**src/rtl/cpu_types_pkg.sv**
```systemverilog
// Shared types for the instruction cache: address split, frame layout,
// FSM state encoding and the machine word type.
package cpu_types_pkg;

    typedef logic [31:0] word_t;

    localparam int ICACHE_SETS = 16;
    localparam int ICACHE_IDXW = $clog2(ICACHE_SETS);
    localparam int ICACHE_TAGW = 30 - ICACHE_IDXW;

    // Fetch address split for the default geometry.
    typedef struct packed {
        logic [ICACHE_TAGW-1:0] tag;
        logic [ICACHE_IDXW-1:0] idx;
        logic [1:0]             bytoff;
    } icachef_t;

    // One cache frame for the default geometry.
    typedef struct packed {
        logic                   valid;
        logic [ICACHE_TAGW-1:0] tag;
        word_t                  data;
    } icache_frame_t;

    typedef enum logic {
        IDLE  = 1'b0,
        FETCH = 1'b1
    } icache_state_t;

endpackage

```
**src/rtl/icache.sv**
```systemverilog
// Direct-mapped, read-only instruction cache. Hits return combinationally;
// a miss fetches one word from memory, installs it, then serves it as a hit.
// Optional hit/miss statistics counters are built when ICACHE_STATS_EN is
// defined.
//
// Memory handshake: while iREN=1 the cache holds iaddr stable; the first
// cycle with iwait=0 carries valid iload, which is written into the frame at
// the end of that cycle.
module icache
    import cpu_types_pkg::*;
#(
    parameter int SETS = 16
) (
    input  logic  CLK,
    input  logic  RST,
    input  logic  imemREN,
    input  word_t imemaddr,
    output logic  ihit,
    output word_t imemload,
    output logic  iREN,
    output word_t iaddr,
    input  logic  iwait,
    input  word_t iload
`ifdef ICACHE_STATS_EN
    ,
    output word_t hit_count,
    output word_t miss_count
`endif
);

    localparam int IDXW = $clog2(SETS);
    localparam int TAGW = 30 - IDXW;

    // Frame storage kept as flip-flop arrays; only valid bits need reset.
    logic [SETS-1:0] r_valid;
    logic [TAGW-1:0] r_tag  [SETS];
    word_t           r_data [SETS];

    icache_state_t   r_state;
    icache_state_t   w_next_state;
    word_t           r_fetch_addr;

    logic [IDXW-1:0] w_idx;
    logic [TAGW-1:0] w_tag;
    logic [IDXW-1:0] w_fidx;
    logic [TAGW-1:0] w_ftag;
    logic            w_lookup_hit;
    logic            w_miss;
    logic            w_fill;
    logic            w_unused_bytoff;

    assign w_idx  = imemaddr[IDXW+1:2];
    assign w_tag  = imemaddr[31:IDXW+2];
    assign w_fidx = r_fetch_addr[IDXW+1:2];
    assign w_ftag = r_fetch_addr[31:IDXW+2];

    // Byte offsets carry no information for word fetches.
    assign w_unused_bytoff = ^{imemaddr[1:0], r_fetch_addr[1:0]};

    assign w_lookup_hit = r_valid[w_idx] && (r_tag[w_idx] == w_tag);

    // Next-state and output decode; reset forces all outputs quiet.
    always_comb begin
        w_next_state = r_state;
        w_miss       = 1'b0;
        w_fill       = 1'b0;
        ihit         = 1'b0;
        imemload     = '0;
        iREN         = 1'b0;
        iaddr        = '0;
        case (r_state)
            IDLE: begin
                ihit = imemREN && w_lookup_hit;
                if (ihit) begin
                    imemload = r_data[w_idx];
                end
                if (imemREN && !w_lookup_hit) begin
                    w_miss       = 1'b1;
                    w_next_state = FETCH;
                end
            end
            FETCH: begin
                iREN  = 1'b1;
                iaddr = {r_fetch_addr[31:2], 2'b00};
                if (!iwait) begin
                    w_fill       = 1'b1;
                    w_next_state = IDLE;
                end
            end
            default: w_next_state = IDLE;
        endcase
        if (RST) begin
            w_miss   = 1'b0;
            w_fill   = 1'b0;
            ihit     = 1'b0;
            imemload = '0;
            iREN     = 1'b0;
            iaddr    = '0;
        end
    end

    // FSM state register.
    always_ff @(posedge CLK or posedge RST) begin
        if (RST) begin
            r_state <= IDLE;
        end else begin
            r_state <= w_next_state;
        end
    end

    // Capture the miss address; it stays fixed for the whole fill.
    always_ff @(posedge CLK or posedge RST) begin
        if (RST) begin
            r_fetch_addr <= '0;
        end else if (w_miss) begin
            r_fetch_addr <= imemaddr;
        end
    end

    // Valid bits: cleared by reset, set when a fill completes.
    always_ff @(posedge CLK or posedge RST) begin
        if (RST) begin
            r_valid <= '0;
        end else if (w_fill) begin
            r_valid[w_fidx] <= 1'b1;
        end
    end

    // Tag/data install on fill; conflicts overwrite unconditionally.
    always_ff @(posedge CLK) begin
        if (w_fill) begin
            r_tag[w_fidx]  <= w_ftag;
            r_data[w_fidx] <= iload;
        end
    end

`ifdef ICACHE_STATS_EN
    word_t r_hit_count;
    word_t r_miss_count;

    // Saturating hit/miss statistics.
    always_ff @(posedge CLK or posedge RST) begin
        if (RST) begin
            r_hit_count  <= '0;
            r_miss_count <= '0;
        end else begin
            if (ihit && (r_hit_count != 32'hFFFF_FFFF)) begin
                r_hit_count <= r_hit_count + 32'd1;
            end
            if (w_miss && (r_miss_count != 32'hFFFF_FFFF)) begin
                r_miss_count <= r_miss_count + 32'd1;
            end
        end
    end

    assign hit_count  = r_hit_count;
    assign miss_count = r_miss_count;
`endif

endmodule
```
**config.mk**
```make
export PLATFORM = sky130hd
export DESIGN_NAME = icache
export DESIGN_NICKNAME = d
export VERILOG_FILES = /design/src/rtl/cpu_types_pkg.sv /design/src/rtl/icache.sv
export SDC_FILE = /design/constraint.sdc
export NUM_CORES = 1
export LEC_CHECK = 0
export CAP_MARGIN = 5
export CORE_MARGIN = 10
export CORE_UTILIZATION = 60
export CTS_BUF_LIST = sky130_fd_sc_hd__clkbuf_16
export DETAILED_ROUTE_END_ITERATION = 10
export PLACE_DENSITY = 0.78
export SYNTH_ARGS = -nofsm -noshare
export SYNTH_HDL_FRONTEND = slang
export SYNTH_SLANG_ARGS = --single-unit
```
**constraint.sdc**
```tcl
create_clock -name CLK -period 15.29 [get_ports CLK]
set_input_delay 1.529 -clock CLK [delete_from_list [all_inputs] [get_ports CLK]]
set_output_delay 1.529 -clock CLK [all_outputs]
set_load 0.05 [all_outputs]
```
==> ci_impl_report.md <==
## Implementation flow summary

| Metric | Value |
|---|---|
| Non-filler instance count after layout | ~2.8k |
| Fa+ha+maj area frac | 0 |
| Top comb family, area | multiplexers |
| Final nets | 1,912 |
| Share of total power in combinational logic | 0.064 |
| Routed wl met2 | around 43,000 um |
| Most flops, register | r_data |
| Top pwr grp | registers |
| Clk pin slew, worst setup/hold paths | approximately 0.06 ns |
| Status | finished, final reports clean |
| Biggest regs | r_data (512), r_tag (416), r_fetch_addr (30) |
| Setup TNS | 0 ns |
| Worst R2R Path Depth | 9 |
| Post-synth regs | just under 1k |
| Log Warnings | 28 |
| WHS Path Cells | 1 |
| Critical path type | in -> out |
| Distinct lib cells | about 50 |
| Pwr dens | 136 mW/mm^2 |
| Final antenna-violating net count | 0 |
| GRT busiest layer | met2 |
| FP Util | 0.603 |
| Async SR Flop Fraction | 0.0482 |
| Hold Buf Count CTS | 0 |
| Row count | 92 |
| Number of enable flip-flop cells | roughly 930 |
| Slowest stage cell, crit path | buf_4 |
| Share of layout cells above drive strength 1 | 0.266 |
| Root buf cell | clkbuf_16 |
==> worst register-to-register path, stage by stage, from the launching register on <==
cell and delay [ns]:
edfxtp_1 0.39, mux4_2 0.47, mux2i_1 0.18, xnor2_1 0.08, nor4_1 0.35, a31oi_1 0.17
or4_1 0.67, o31ai_4 1.08, buf_4 0.41, mux2_2 0.37
==> cell families after synthesis <==
| kind of cell | after synthesis |
|---|---|
| multiplexers | 363 |
| other | 1 |
| buffers and inverters | 93 |
| AND-OR/OR-AND | 62 |
| XOR/XNOR | 28 |
| flip-flops | 975 |
| AND/OR/NAND/NOR | 147 |
==> per-stage QoR <==
step / hold WS, ns / instance area (um^2) / worst slack (ns) / total power (W)
floorplan: 0.433 / 37900 / 8.19 / 0.00346
global placement: 0.445 / 40100 / 6.37 / 0.00360
detailed placement: 0.454 / 40100 / 6.26 / 0.00362
CTS: 0.468 / 43300 / 6.27 / 0.00592
global route: 0.482 / 43300 / 5.90 / 0.00605
finish: 0.472 / 43300 / 6.49 / 0.00588
==> final timing paths <==
path | slack (ns) | startpoint | endpoint
min in group asynchronous | 1.36 | RST | r_fetch_addr[24]
worst max-delay path | 6.49 | imemaddr[2] | imemload[25]
worst min-delay path | 0.47 | r_valid[3] | r_valid[3]
worst max register to register | 11.00 | r_tag[9][21] | r_fetch_addr[9]
worst min register to register | 0.47 | r_valid[3] | r_valid[3]
max in group asynchronous | 13.06 | RST | r_fetch_addr[23]
==> area by class of cell <==
| type | instances | area, um^2 |
|---|---|---|
| sequential | 975 | 29000 |
| multi-input combinational | 602 | 8430 |
| inverter | 5 | 20.0 |
| antenna | 4 | 10.0 |
| clock inverter | 76 | 644 |
| fill | 3669 | 19500 |
| tap | 846 | 1060 |
| clock buffer | 99 | 2480 |
| timing repair buffer | 166 | 1580 |
Fig. 1: sequential cells grouped by signal name
Other sequential cells in the stronger grey, the rest of the logic in the fainter grey.
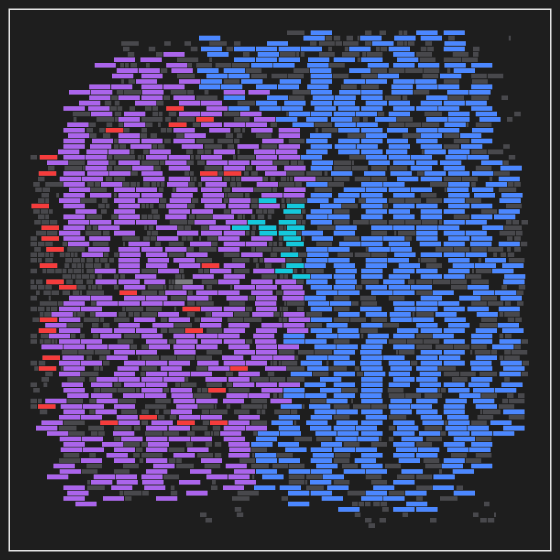
| name in the netlist | colour | flops |
|---|---|---|
| r_data | blue | 512 |
| r_tag | purple | 416 |
| r_fetch_addr | red | 30 |
| r_valid | cyan | 16 |
not coloured: 1
Seq/total area: 0.671
Final Util: 0.690
Seq. pwr: 0.00319 W

Fig. 2: the metal 4 layer
Supply wires on this layer in grey.
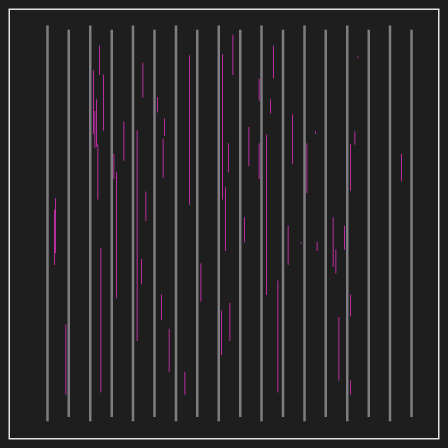
longest straight run: 133 um
share of all routed wire: 2.0%
nets with wire on the layer: 27
wirelength, routed: 84,400 um
total number of vias: 17.9k

Fig. 3: clock wires, drivers and flops
The bar under the picture is 100 um long.
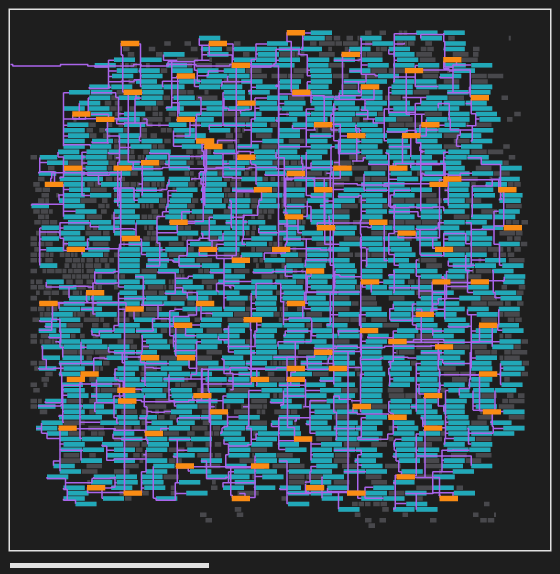
[flip-flops] cyan | count: 975
[clock-net drivers] orange | count: 94
[clock wires] purple | length: 10,100 um
routed clock nets: 95
clock network power share: 0.394
clock-net power: 0.00232 W

Fig. 4: cell sizes after repair
The bar under the picture is 100 um long.
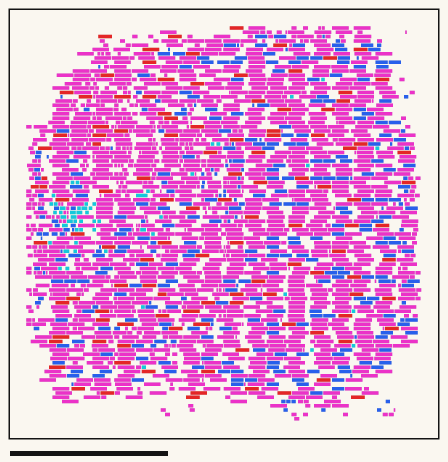
| size | colour | cells | share |
|---|---|---|---|
| x2 | blue | 345 | 18% |
| x3 and x4 | cyan | 52 | 2.7% |
| x1 and smaller | magenta | 1,411 | 73% |
| x6 and larger | red | 115 | 6.0% |
Final WS setup: 6.49 ns
Area growth syn-to-layout: 14.3%
number of signal-net buffers in the layout: 166
Design Area, Final: 0.0433 mm^2

Power figures rest on the tool's default switching activity, not on a simulated workload.
